## src/rtl/cpu_pkg.sv

```systemverilog
// Shared arbitration types and port identifiers for the data-cache arbiter.
package cpu_pkg;

    // Arbiter FSM: normal arbitration, or DBG holding the cache across a multi-word access
    typedef enum logic [0:0] {
        ARB_IDLE     = 1'b0,
        ARB_DBG_LOCK = 1'b1
    } arb_state_t;

    // Identifies which port owns a pending load
    localparam logic ARB_PORT_CPU = 1'b0;
    localparam logic ARB_PORT_DBG = 1'b1;

    // 16-bit counter increment that sticks at all-ones
    function automatic logic [15:0] sat_inc16(input logic [15:0] val);
        return (val == 16'hFFFF) ? val : val + 16'd1;
    endfunction

endpackage

```

## src/rtl/dmem_arb_rd_track.sv

```systemverilog
// Tracks the single in-flight cache load and returns its data to the port that issued it.
// The cache has a 1-cycle synchronous read, so one register stage of {valid, port} suffices.
module dmem_arb_rd_track
    import cpu_pkg::*;
#(
    parameter int DATA_W = 32
) (
    input  logic              clk,
    input  logic              reset,
    input  logic              load_accept,
    input  logic              load_port,
    input  logic [DATA_W-1:0] mem_rdata,
    output logic              cpu_rvalid,
    output logic [DATA_W-1:0] cpu_rdata,
    output logic              dbg_rvalid,
    output logic [DATA_W-1:0] dbg_rdata
);

    logic valid_q, valid_d;
    logic port_q, port_d;

    // Next pending-load record: a new load overwrites, otherwise the valid bit drops
    always_comb begin
        valid_d = load_accept;
        port_d  = load_accept ? load_port : port_q;
    end

    // Pending-load register; reset discards any load still in flight
    always_ff @(posedge clk) begin
        if (reset) begin
            valid_q <= 1'b0;
            port_q  <= ARB_PORT_CPU;
        end else begin
            valid_q <= valid_d;
            port_q  <= port_d;
        end
    end

    // Steer cache read data to the owning port; the other port sees zero
    always_comb begin
        cpu_rvalid = valid_q && (port_q == ARB_PORT_CPU);
        dbg_rvalid = valid_q && (port_q == ARB_PORT_DBG);
        cpu_rdata  = cpu_rvalid ? mem_rdata : '0;
        dbg_rdata  = dbg_rvalid ? mem_rdata : '0;
    end

endmodule

```

## src/rtl/dmem_arbiter.sv

```systemverilog
// Data-cache arbiter between the execute stage (CPU) and the debug/loader port (DBG).
// CPU has fixed priority; DBG wins a conflict once it has been denied STARVE_LIMIT
// consecutive cycles, and may lock the cache across several accesses with dbg_lock.
// Optional feature macro: DMEM_ARB_STATS_EN adds cpu_wait_cnt / dbg_grant_cnt outputs.
module dmem_arbiter
    import cpu_pkg::*;
#(
    parameter int DATA_W       = 32,
    parameter int ADDR_W       = 5,
    parameter int STARVE_LIMIT = 4
) (
    input  logic              clk,
    input  logic              reset,
    input  logic              cpu_req,
    input  logic              cpu_we,
    input  logic [ADDR_W-1:0] cpu_addr,
    input  logic [DATA_W-1:0] cpu_wdata,
    output logic              cpu_gnt,
    output logic              cpu_stall,
    output logic              cpu_rvalid,
    output logic [DATA_W-1:0] cpu_rdata,
    input  logic              dbg_req,
    input  logic              dbg_we,
    input  logic [ADDR_W-1:0] dbg_addr,
    input  logic [DATA_W-1:0] dbg_wdata,
    input  logic              dbg_lock,
    output logic              dbg_gnt,
    output logic              dbg_rvalid,
    output logic [DATA_W-1:0] dbg_rdata,
    output logic              mem_we,
    output logic [ADDR_W-1:0] mem_addr,
    output logic [DATA_W-1:0] mem_wdata,
    input  logic [DATA_W-1:0] mem_rdata
`ifdef DMEM_ARB_STATS_EN
    ,
    output logic [15:0]       cpu_wait_cnt,
    output logic [15:0]       dbg_grant_cnt
`endif
);

    localparam logic [3:0] STARVE_MAX = 4'(STARVE_LIMIT);

    arb_state_t state_q, state_d;
    logic [3:0] starve_cnt_q, starve_cnt_d;
    logic       cpu_accept;
    logic       dbg_accept;
    logic       load_accept;
    logic       load_port;

    // Grant decision: CPU priority in IDLE unless DBG is starved; DBG exclusive while locked
    always_comb begin
        cpu_gnt = 1'b0;
        dbg_gnt = 1'b0;
        case (state_q)
            ARB_IDLE: begin
                if (cpu_req && dbg_req) begin
                    if (starve_cnt_q == STARVE_MAX) begin
                        dbg_gnt = 1'b1;
                    end else begin
                        cpu_gnt = 1'b1;
                    end
                end else begin
                    cpu_gnt = cpu_req;
                    dbg_gnt = dbg_req;
                end
            end
            ARB_DBG_LOCK: begin
                dbg_gnt = dbg_req;
            end
            default: begin
                cpu_gnt = 1'b0;
                dbg_gnt = 1'b0;
            end
        endcase
    end

    assign cpu_stall  = cpu_req & ~cpu_gnt;
    assign cpu_accept = cpu_req & cpu_gnt;
    assign dbg_accept = dbg_req & dbg_gnt;

    // Next FSM state and starvation count
    always_comb begin
        state_d      = state_q;
        starve_cnt_d = starve_cnt_q;
        case (state_q)
            ARB_IDLE: begin
                if (dbg_accept && dbg_lock) begin
                    state_d = ARB_DBG_LOCK;
                end
            end
            ARB_DBG_LOCK: begin
                if (!dbg_lock) begin
                    state_d = ARB_IDLE;
                end
            end
            default: state_d = ARB_IDLE;
        endcase
        // A dropped request leaves the count untouched
        if (dbg_accept) begin
            starve_cnt_d = 4'd0;
        end else if (dbg_req && (starve_cnt_q < STARVE_MAX)) begin
            starve_cnt_d = starve_cnt_q + 4'd1;
        end
    end

    // Arbitration state registers
    always_ff @(posedge clk) begin
        if (reset) begin
            state_q      <= ARB_IDLE;
            starve_cnt_q <= 4'd0;
        end else begin
            state_q      <= state_d;
            starve_cnt_q <= starve_cnt_d;
        end
    end

    // Cache port mux: winner's request, or an all-zero idle cycle
    always_comb begin
        mem_we    = 1'b0;
        mem_addr  = '0;
        mem_wdata = '0;
        if (cpu_gnt) begin
            mem_we    = cpu_req & cpu_we;
            mem_addr  = cpu_addr;
            mem_wdata = cpu_wdata;
        end else if (dbg_gnt) begin
            mem_we    = dbg_req & dbg_we;
            mem_addr  = dbg_addr;
            mem_wdata = dbg_wdata;
        end
    end

    assign load_accept = (cpu_accept & ~cpu_we) | (dbg_accept & ~dbg_we);
    assign load_port   = dbg_accept ? ARB_PORT_DBG : ARB_PORT_CPU;

    dmem_arb_rd_track #(
        .DATA_W (DATA_W)
    ) u_rd_track (
        .clk         (clk),
        .reset       (reset),
        .load_accept (load_accept),
        .load_port   (load_port),
        .mem_rdata   (mem_rdata),
        .cpu_rvalid  (cpu_rvalid),
        .cpu_rdata   (cpu_rdata),
        .dbg_rvalid  (dbg_rvalid),
        .dbg_rdata   (dbg_rdata)
    );

`ifdef DMEM_ARB_STATS_EN
    logic [15:0] cpu_wait_cnt_q, cpu_wait_cnt_d;
    logic [15:0] dbg_grant_cnt_q, dbg_grant_cnt_d;

    // Saturating activity counters: CPU stall cycles and accepted DBG accesses
    always_comb begin
        cpu_wait_cnt_d  = cpu_stall  ? sat_inc16(cpu_wait_cnt_q)  : cpu_wait_cnt_q;
        dbg_grant_cnt_d = dbg_accept ? sat_inc16(dbg_grant_cnt_q) : dbg_grant_cnt_q;
    end

    // Statistics registers
    always_ff @(posedge clk) begin
        if (reset) begin
            cpu_wait_cnt_q  <= 16'd0;
            dbg_grant_cnt_q <= 16'd0;
        end else begin
            cpu_wait_cnt_q  <= cpu_wait_cnt_d;
            dbg_grant_cnt_q <= dbg_grant_cnt_d;
        end
    end

    assign cpu_wait_cnt  = cpu_wait_cnt_q;
    assign dbg_grant_cnt = dbg_grant_cnt_q;
`endif

endmodule
```

## config.mk

```make
export PLATFORM = sky130hd
export DESIGN_NAME = dmem_arbiter
export DESIGN_NICKNAME = d
export VERILOG_FILES = /design/src/rtl/cpu_pkg.sv /design/src/rtl/dmem_arb_rd_track.sv /design/src/rtl/dmem_arbiter.sv
export SDC_FILE = /design/constraint.sdc
export NUM_CORES = 1
export LEC_CHECK = 0
export CAP_MARGIN = 20
export CORE_AREA = 4 4 84 86
export DETAILED_ROUTE_END_ITERATION = 8
export DIE_AREA = 0 0 88 90
export HOLD_SLACK_MARGIN = 0.15
export PLACE_DENSITY_LB_ADDON = 0.1
export REMOVE_ABC_BUFFERS = 1
export SLEW_MARGIN = 20
export SYNTH_ARGS = -nofsm -noshare
export SYNTH_HDL_FRONTEND = slang
export SYNTH_SLANG_ARGS = --single-unit
```

## constraint.sdc

```tcl
create_clock -name clk -period 2.4 [get_ports clk]
set_input_delay 0.6 -clock clk [delete_from_list [all_inputs] [get_ports clk]]
set_output_delay 0.6 -clock clk [all_outputs]
set_load 0.01 [all_outputs]
```

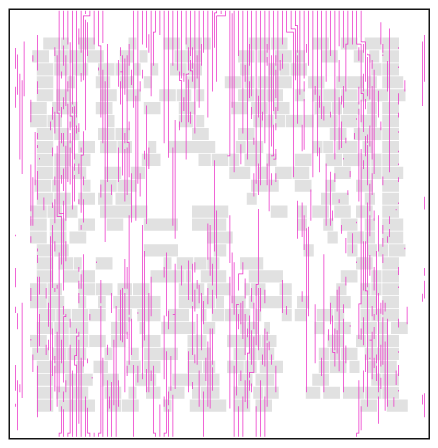
**Above:** run 1 (met2 routing).
Cells faint in the background.
432 nets have wire on it. The wires run mostly vertical.
met2 Resource Use GR: 38.1%
Post-Route WL: 7630 µm
vias: 2,112

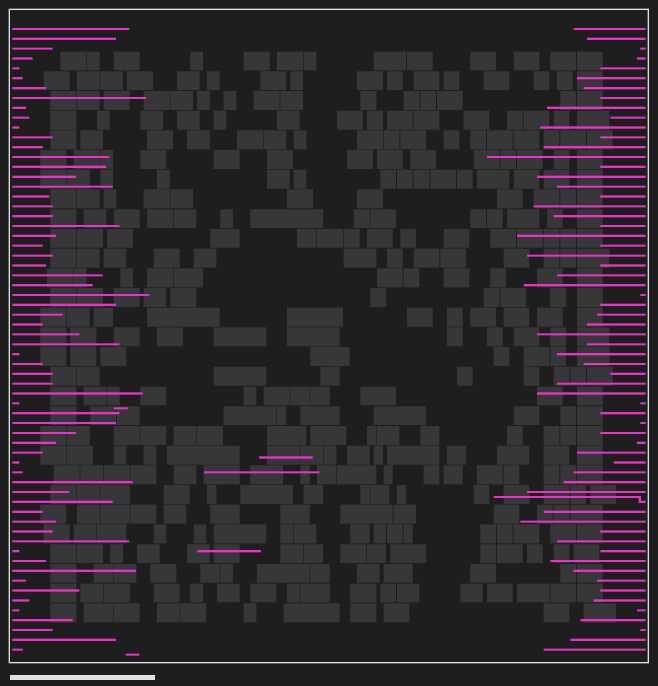
**Above:** run 1 (met3 routing).
Bar = 20 µm. Cells faint in the background.
The longest straight run is 21.6 µm. 131 nets have wire on it. The layer holds 14% of the routed length.
met3 track demand over resource in global routing: 8.23%

==> out/highlights.md, run 1 <==
* **Worst Path Max Fanout** 6
* **drt drc** 0
* **area share of the leading cell type in the synthesized netlist** 28.0%
* **total overflow reported by the global router** 0
* **critical path type** input port to output port
* **clock tree from TritonCTS** built
* **HPWL after detailed placement** 6330 µm
* **capturing point of the worst reg2reg path** u_rd_track.port_q$_SDFFE_PP0P_
* **clock insertion delay at the later pin of the skew report** 0.23 ns
* **headroom to the max-slew limit** 72.9%
* **Seq share, synth** 11.5%
* **total number of yosys warnings** 0
* **run status** finished with violations
* **share of cells above drive strength 1** 18.5%
* **Core Region** 6280 µm²
* **# setup viols final** 6
* **violated checks** setup timing
* **number of detailed-route iterations in the first pass** 6
* **count of buffering cells on the critical path with inverters included** 4
* **least setup slack across all paths after layout** -0.0260 ns
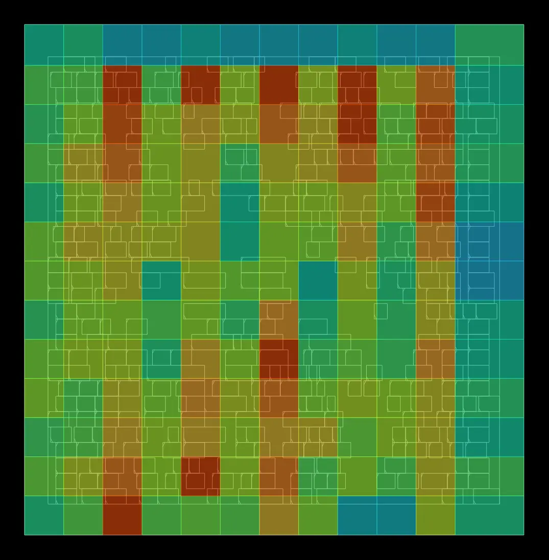
**Above:** run 1 (routing congestion).
All-Layer GR Usage: 17.9%
fin util: 58.5%
WL/cell: 16.4 µm
GR Layer Usage met1: 13.8%
most crowded layer after global routing: met2

==> run 1: metrics by stage <==
stage / hold slack [ns] / instance area, µm² / power [W]
floorplan: 0.455 / 1090 / 0.000294
global placement: 0.467 / 3540 / 0.000704
detailed placement: 0.479 / 3540 / 0.000708
CTS: 0.490 / 3640 / 0.000881
global route: 0.532 / 3670 / 0.000927
finish: 0.486 / 3670 / 0.000873
==> run 1: power by group <==
group | switching (W) | leakage, nW | internal, W | total, W
clock network | 0.0000533 | 0.0228 | 0.000115 | 0.000168
registers | 0.00000242 | 0.0574 | 0.000122 | 0.000124
logic | 0.000206 | 1.78 | 0.000374 | 0.000580
==> run 1: placed cells by master, fill, tap and decap left out, types with 4 or more instances in the layout <==
cell type,instances
clkdlybuf4s15_2,5
clkbuf_2,4
and2_1,33
buf_2,23
buf_4,16
dlygate4sd2_1,5
dlymetal6s2s_1,12
and3_1,32
inv_1,4
buf_12,4
buf_6,5
nor2_1,4
dfxtp_1,6
a22o_1,39
clkdlybuf4s50_1,163
==> run 1: timing repair <==
item,CTS,global route
gates cloned,3,0
pin swaps,3,10
endpoints found under the setup margin,42,51
setup buffers,7,0
resized,154,23
==> run 1: cell type report <==
type | instances | area (µm²) | share of cell area (%)
Clock buffer | 4 | 45.0 | 1.23
Inverter | 4 | 15.0 | 0.409
Multi-Input combinational cell | 129 | 958 | 26.1
Sequential cell | 7 | 141 | 3.85
Tap cell | 77 | 96.3 | 2.62
Timing Repair Buffer | 245 | 2420 | 65.8
==> run 1: state kept, by name, indices dropped and copies added, names as in the netlist <==
name,flops
u_rd_track.port_q,1
starve_cnt_q,4
state_q,1
u_rd_track.valid_q,1
==> run 1: routing by layer <==
metal | GRT usage, % | routed length, µm
met5 | 0 | 0
met2 | 38.1 | 4280
met3 | 8.23 | 1090
met1 | 13.8 | 2210
met4 | 2.94 | 46
==> run 1: kinds of logic (layout without fill, tap and decap cells) <==
group	after synthesis	count (layout)	share of synthesized area, %
and+or+nand+nor	81	81	41.6
AOI/OAI and AO/OA	44	44	31.9
buffers and inverters	23	253	11.4
DFF	7	7	11.5
adders and majority gates	2	2	2.05
xor gates and xnor gates	1	1	0.719
muxes	1	1	0.821
==> run 1: worst reg2reg max path, cell delays in order, from the launching register on <==
cell      delay [ns]
dfxtp_2         0.32
inv_1           0.06
ha_2            0.18
buf_6           0.10
a31oi_4         0.12
buf_8           0.18
buf_16          0.13
buf_4           0.12
buf_4           0.13
a221oi_1        0.25
==> run 1: how the worst max path moves through the flow <==
stage                                       from             to  slack, ns
floorplan                                cpu_req    mem_addr[0]      -0.14
global placement                         cpu_req    mem_addr[4]      -0.60
detailed placement                       cpu_req    mem_addr[4]      -0.63
CTS                 starve_cnt_q[0]$_SDFFE_PP0P_   mem_wdata[8]      0.002
global route                             dbg_req  mem_wdata[31]      -0.07
finish                                   dbg_req  mem_wdata[31]      -0.03
==> run 2: changes to the inputs <==
--- a/config.mk
+++ b/config.mk
@@ -5,10 +5,12 @@
 export SDC_FILE = /design/constraint.sdc
 export NUM_CORES = 1
 export LEC_CHECK = 0
+export ABC_AREA = 1
+export ABC_CLOCK_PERIOD_IN_PS = 2400
 export CAP_MARGIN = 20
-export CORE_AREA = 4 4 84 86
+export CORE_MARGIN = 4
+export CORE_UTILIZATION = 21
 export DETAILED_ROUTE_END_ITERATION = 8
-export DIE_AREA = 0 0 88 90
 export HOLD_SLACK_MARGIN = 0.15
 export PLACE_DENSITY_LB_ADDON = 0.1
 export REMOVE_ABC_BUFFERS = 1
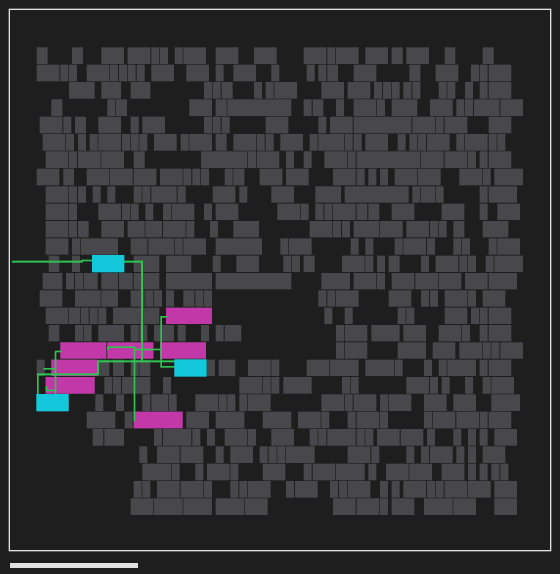
**Above:** run 2 (clock wires, drivers and flops).
Bar = 20 µm.
Key: clock wires = green [length 111 µm]; flip-flops = magenta [count 7]; cells driving clock nets = cyan [count 3]
There are 4 routed clock nets.

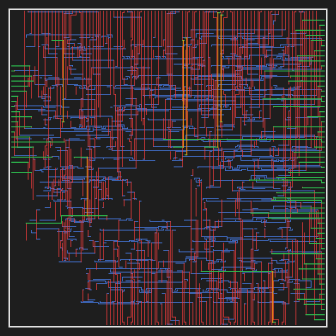
**Above:** run 2 (wiring by layer).
Key: met1 = blue [wire length 3,110 µm]; met2 = red [wire length 4,560 µm]; met3 = green [wire length 557 µm]; met4 = orange [wire length 175 µm]

==> run 2 against run 1 <==
  * Count of clock-buffer cells in the layout is the same
  * Die size shrank 9.5%
  * First-iteration DRC count grew to 3.5 times the previous value
  * Combinational power grew 1%
  * Critical path depth shrank 3
  * Final area grew 2.5%
  * Critical path type unchanged
  * The flow now finishes without violations
==> out/highlights.md, run 2 <==
* **run status** completed
* **Worst path max stage delay** 0.55 ns
* **total number of yosys warnings** 0, unchanged
* **GR Layer Usage met1** 23.5%, +9.6 points
* **critical path type** input port to output port
* **number of detailed-route iterations in the first pass** 4, -2
* **area share of the leading cell type in the synthesized netlist** 37.4%, +9.4 points
* **clock insertion delay at the later pin of the skew report** 0.23 ns, about the same
* **Post-Route Hold Slack** 0.471 ns, -0.0152 ns
* **# setup viols final** 0, -6
* **Core Region** 5610 µm², -11%
* **met3 track demand over resource in global routing** 4.22%, -4.0 points
* **HPWL after detailed placement** 6820 µm, +7.7%
* **most frequent standard cell in the layout excluding fill and tap cells** clkdlybuf4s50_1
* **Post-Route WL** 8400 µm, +10%
* **number of buffers created by CTS** 3
* **crit path launch** mem_rdata[23]
* **cells after synthesis** 275
* **WL/cell** 14.6 µm, -11%
* **vias** 2,339, +11%
* **All-Layer GR Usage** 21.7%, +3.8 points
* **Worst Path Max Fanout** 2, -4
* **reg2reg start** starve_cnt_q[0]$_SDFFE_PP0P_
* **final std cell area, no fill** 3760 µm², +2.5%
* **yosys cell count** 275
* **number of fillers in the final layout** 498
* **worst-case clock buffer depth** 2
* **most crowded layer after global routing** met2
* **flip-flop count of the largest register after layout** 4, unchanged
* **met2 Resource Use GR** 43.0%, +4.9 points
* **clock tree from TritonCTS** built
* **most frequently placed logic cells in the final layout** 153 x clkdlybuf4s50_1, 120 x nand2_1, 70 x nor2_1
* **Reg with most FFs** starve_cnt_q
* **drt drc** 0, unchanged
* **total overflow reported by the global router** 0, unchanged
* **headroom to the max-slew limit** 77.1%, +4.2 points
* **Seq share, synth** 11.3%, -0.15 points
-- run 2: path summary, 6_finish.rpt --
check | endpoint | depth (start not counted) | slack [ns]
setup reg to reg | state_q$_SDFF_PP0_ | 9 | 1.05
hold reg to reg | starve_cnt_q[3]$_SDFFE_PP0P_ | 2 | 0.47
setup / recovery | dbg_rdata[23] | 4 | 0.04
hold / removal | starve_cnt_q[3]$_SDFFE_PP0P_ | 2 | 0.47
-- run 2: logic make-up (layout without fill, tap and decap cells) --
| logic type | Yosys count | after routing | share of synthesized area [%] |
|---|---|---|---|
| AND-OR/OR-AND | 6 | 6 | 3.04 |
| XOR/XNOR | 1 | 1 | 0.709 |
| adder cells (fa/ha/maj) | 2 | 2 | 2.03 |
| buffers and inverters | 60 | 290 | 20.5 |
| flip-flops | 7 | 7 | 11.3 |
| AND/OR/NAND/NOR | 199 | 199 | 62.4 |
-- run 2: per-stage QoR --
| step | cells | worst slack, ns | util [%] | total power [W] |
|---|---|---|---|---|
| 3_5_place_dp | 562 | -0.512 | 63.1 | 0.000697 |
| 6_report | 577 | 0.0419 | 67.1 | 0.000877 |
| 4_1_cts | 576 | 0.00202 | 65.1 | 0.000875 |
| 5_1_grt | 577 | -0.000709 | 67.1 | 0.000939 |
| 2_1_floorplan | 261 | -0.0916 | - | 0.000294 |
| 3_3_place_gp | 562 | -0.482 | 63.1 | 0.000691 |
-- run 2: area by class of cell --
class	instances	area (µm²)	share of cell area, %
inverter	46	173	4.59
multi-input combinational	208	857	22.8
sequential	7	143	3.79
tap	72	90.1	2.39
timing repair buffer	240	2460	65.3
clock buffer	4	45.0	1.20
-- run 2: what timing repair did --
item                       CTS  global route
buffers inserted             6             0
pin swaps                    3             4
setup endpoints to repair   41            63
resized                    156            33
cloned                       4             1
-- run 2: critical path: cells and delay by family --
| family | cells | cell delay (ns) |
|---|---|---|
| buf+inv | 3 | 1.06 |
| simple gates | 1 | 0.10 |
-- run 2: report_power, final --
part	total, W	switching [W]	internal (W)
combinational	0.000587	0.000229	0.000358
sequential	0.000125	0.00000252	0.000122
clock	0.000165	0.0000504	0.000115
total	0.000877	0.000282	0.000595
-- run 2: metal layers --
layer / part of all wire, % / vias to the layer above
li1: - / 1237
met2: 54 / 95
met5: 0 / -
met3: 6.6 / 14
met4: 2.1 / 0
met1: 37 / 993
==> run 3: changes to the inputs <==
--- a/config.mk
+++ b/config.mk
@@ -12,8 +12,10 @@
 export CORE_UTILIZATION = 21
 export DETAILED_ROUTE_END_ITERATION = 8
 export HOLD_SLACK_MARGIN = 0.15
-export PLACE_DENSITY_LB_ADDON = 0.1
+export MAX_ROUTING_LAYER = met4
+export PLACE_DENSITY = 0.84
 export REMOVE_ABC_BUFFERS = 1
+export SKIP_CTS_REPAIR_TIMING = 1
 export SLEW_MARGIN = 20
 export SYNTH_ARGS = -nofsm -noshare
 export SYNTH_HDL_FRONTEND = slang
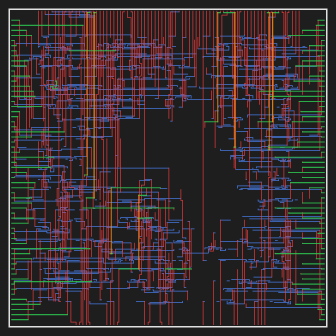
**Above:** run 3 (wiring by layer).
Key: met1 = blue [wire length 2,960 µm]; met2 = red [wire length 4,390 µm]; met3 = green [wire length 690 µm]; met4 = orange [wire length 262 µm]
All-Layer GR Usage: 18.8%
Post-Route WL: 8300 µm
WL/cell: 14.5 µm
vias: 2,397

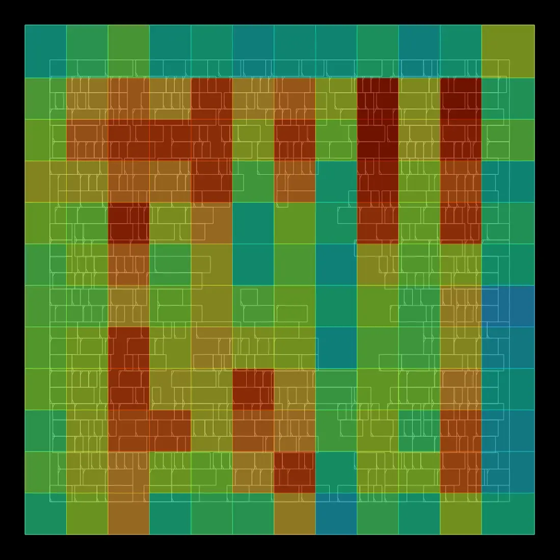
**Above:** run 3 (routing congestion).
met3 track demand over resource in global routing: 4.12%
met2 Resource Use GR: 36.2%
GR Layer Usage met1: 17.6%
fin util: 68.9%

==> run 3 against run 2 <==
  * Hold slack got worse by 0.0094 ns
  * Area after synthesis unchanged
  * Register-to-register slack got worse by 0.12 ns
  * Via count is 2.5% higher
  * Final cell count is 0.69% lower
  * Worst setup slack worse by 0.013 ns
  * Largest power group unchanged
  * Sequential share of layout area shrank 0.16 points
  * Critical path depth stayed put
  * Combinational power down 0.9%
==> out/highlights.md, run 3 <==
* **Seq share, synth** 11.3%, unchanged
* **# setup viols final** 0, unchanged
* **mapped cell area** 1230 µm²
* **drt drc** 0, unchanged
* **total overflow reported by the global router** 0, unchanged
* **cells after synthesis** 275, unchanged
* **Core Region** 5610 µm², unchanged
* **number of placed instances with taps included** 561, -0.18%
* **headroom to the max-slew limit** 77.9%, +0.81 points
* **run status** completed
* **largest family of logic cells by area** simple AND/OR/NAND/NOR gates
* **number of fillers in the final layout** 457, -8.2%
* **Synth Area in XOR/XNOR** 0.709%, unchanged
* **Post-Route Hold Slack** 0.461 ns, -0.00939 ns
* **number of buffers created by CTS** 3, unchanged
* **clock tree from TritonCTS** built
* **worst slack at placement** -0.666 ns, -0.154 ns
* **setup slack of the most critical reg-to-reg path** 0.93 ns, -0.12 ns
* **number of detailed-route iterations in the first pass** 5, +1
* **yosys cell count** 275, unchanged
* **Worst Path Max Fanout** 2, unchanged
* **Reg area** 140 µm², -1.8%
* **flip-flop count of the largest register after layout** 4, unchanged
* **Final Hold Vio Count** 0
* **fin cells** 573, -0.69%
* **synthesized-area fraction occupied by adder cells** 2.03%, unchanged
* **area of the multi-input gates** 916 µm², +6.9%
* **most frequent standard cell in the layout excluding fill and tap cells** clkdlybuf4s50_1
* **least setup slack across all paths after layout** 0.0293 ns, -0.0126 ns
* **mux cell area share after synthesis** 0%, unchanged
* **worst-case clock buffer depth** 2, unchanged
* **critical path type** input port to output port
* **HPWL after detailed placement** 6380 µm, -6.4%
* **AND-OR/OR-AND share of the synthesized area** 3.04%, unchanged
* **area share of the leading cell type in the synthesized netlist** 37.4%, unchanged
* **total number of yosys warnings** 0, unchanged
run 3: cell types whose count changed in the layout (fill, tap and decap cells not counted), sizes merged:
cell,previous run,this run
clkdlybuf4s15,10,0
buf,49,13
nand2,125,128
clkbuf,5,9
dlymetal6s2s,23,62
dlygate4sd2,3,0
bufbuf,1,0
run 3: cells by family (layout without fill, tap and decap cells):
family                   Yosys count  after routing
flip-flops                         7              7
adder cells (fa/ha/maj)            2              2
XOR/XNOR                           1              1
buffers and inverters             60            283
AND-OR/OR-AND                      6              6
AND/OR/NAND/NOR                  199            202
run 3: final timing paths:
kind                                 from                              to  cells past startpoint
max                         mem_rdata[15]                   dbg_rdata[15]                      4
min          starve_cnt_q[3]$_SDFFE_PP0P_    starve_cnt_q[3]$_SDFFE_PP0P_                      2
max reg2reg  starve_cnt_q[0]$_SDFFE_PP0P_  u_rd_track.port_q$_SDFFE_PP0P_                      9
min reg2reg  starve_cnt_q[3]$_SDFFE_PP0P_    starve_cnt_q[3]$_SDFFE_PP0P_                      2
run 3: layout make-up:
cell class,count,area share (%)
multi-input cells,211,23.7
clock buffers,4,1.17
flip-flops and latches,7,3.63
inverters,46,4.47
well taps,72,2.33
repair buffers,233,64.7
run 3: layer usage:
metal  share of wire (%)  track usage [%]  routed length, µm
met3                 8.3             4.12                689
met1                  36             17.6               2960
met2                  53             36.2               4390
met4                 3.1             8.49                261
met5                   0                -                  0
run 3: worst max-delay path, stage by stage:
cell and delay, ns:
clkdlybuf4s50_1 0.45, inv_1 0.05, nor2_1 0.11, clkdlybuf4s50_1 0.56
run 3: per-stage QoR:
step           total power (W)  utilization [%]  cell area [µm²]
2_1_floorplan         0.000294                -             1150
3_3_place_gp          0.000683             62.7             3520
3_5_place_dp          0.000691             62.7             3520
4_1_cts               0.000861             63.5             3560
5_1_grt               0.000931             68.9             3860
6_report              0.000873             68.9             3860
run 3: report_power, final:
group	switching, W	leakage (nW)	internal [W]
logic	0.000232	2.60	0.000350
clock network	0.0000519	0.0228	0.000115
registers	0.00000273	0.0571	0.000122
total	0.000287	2.68	0.000586
No activity file was given, so power comes from the tool's default toggle rates.
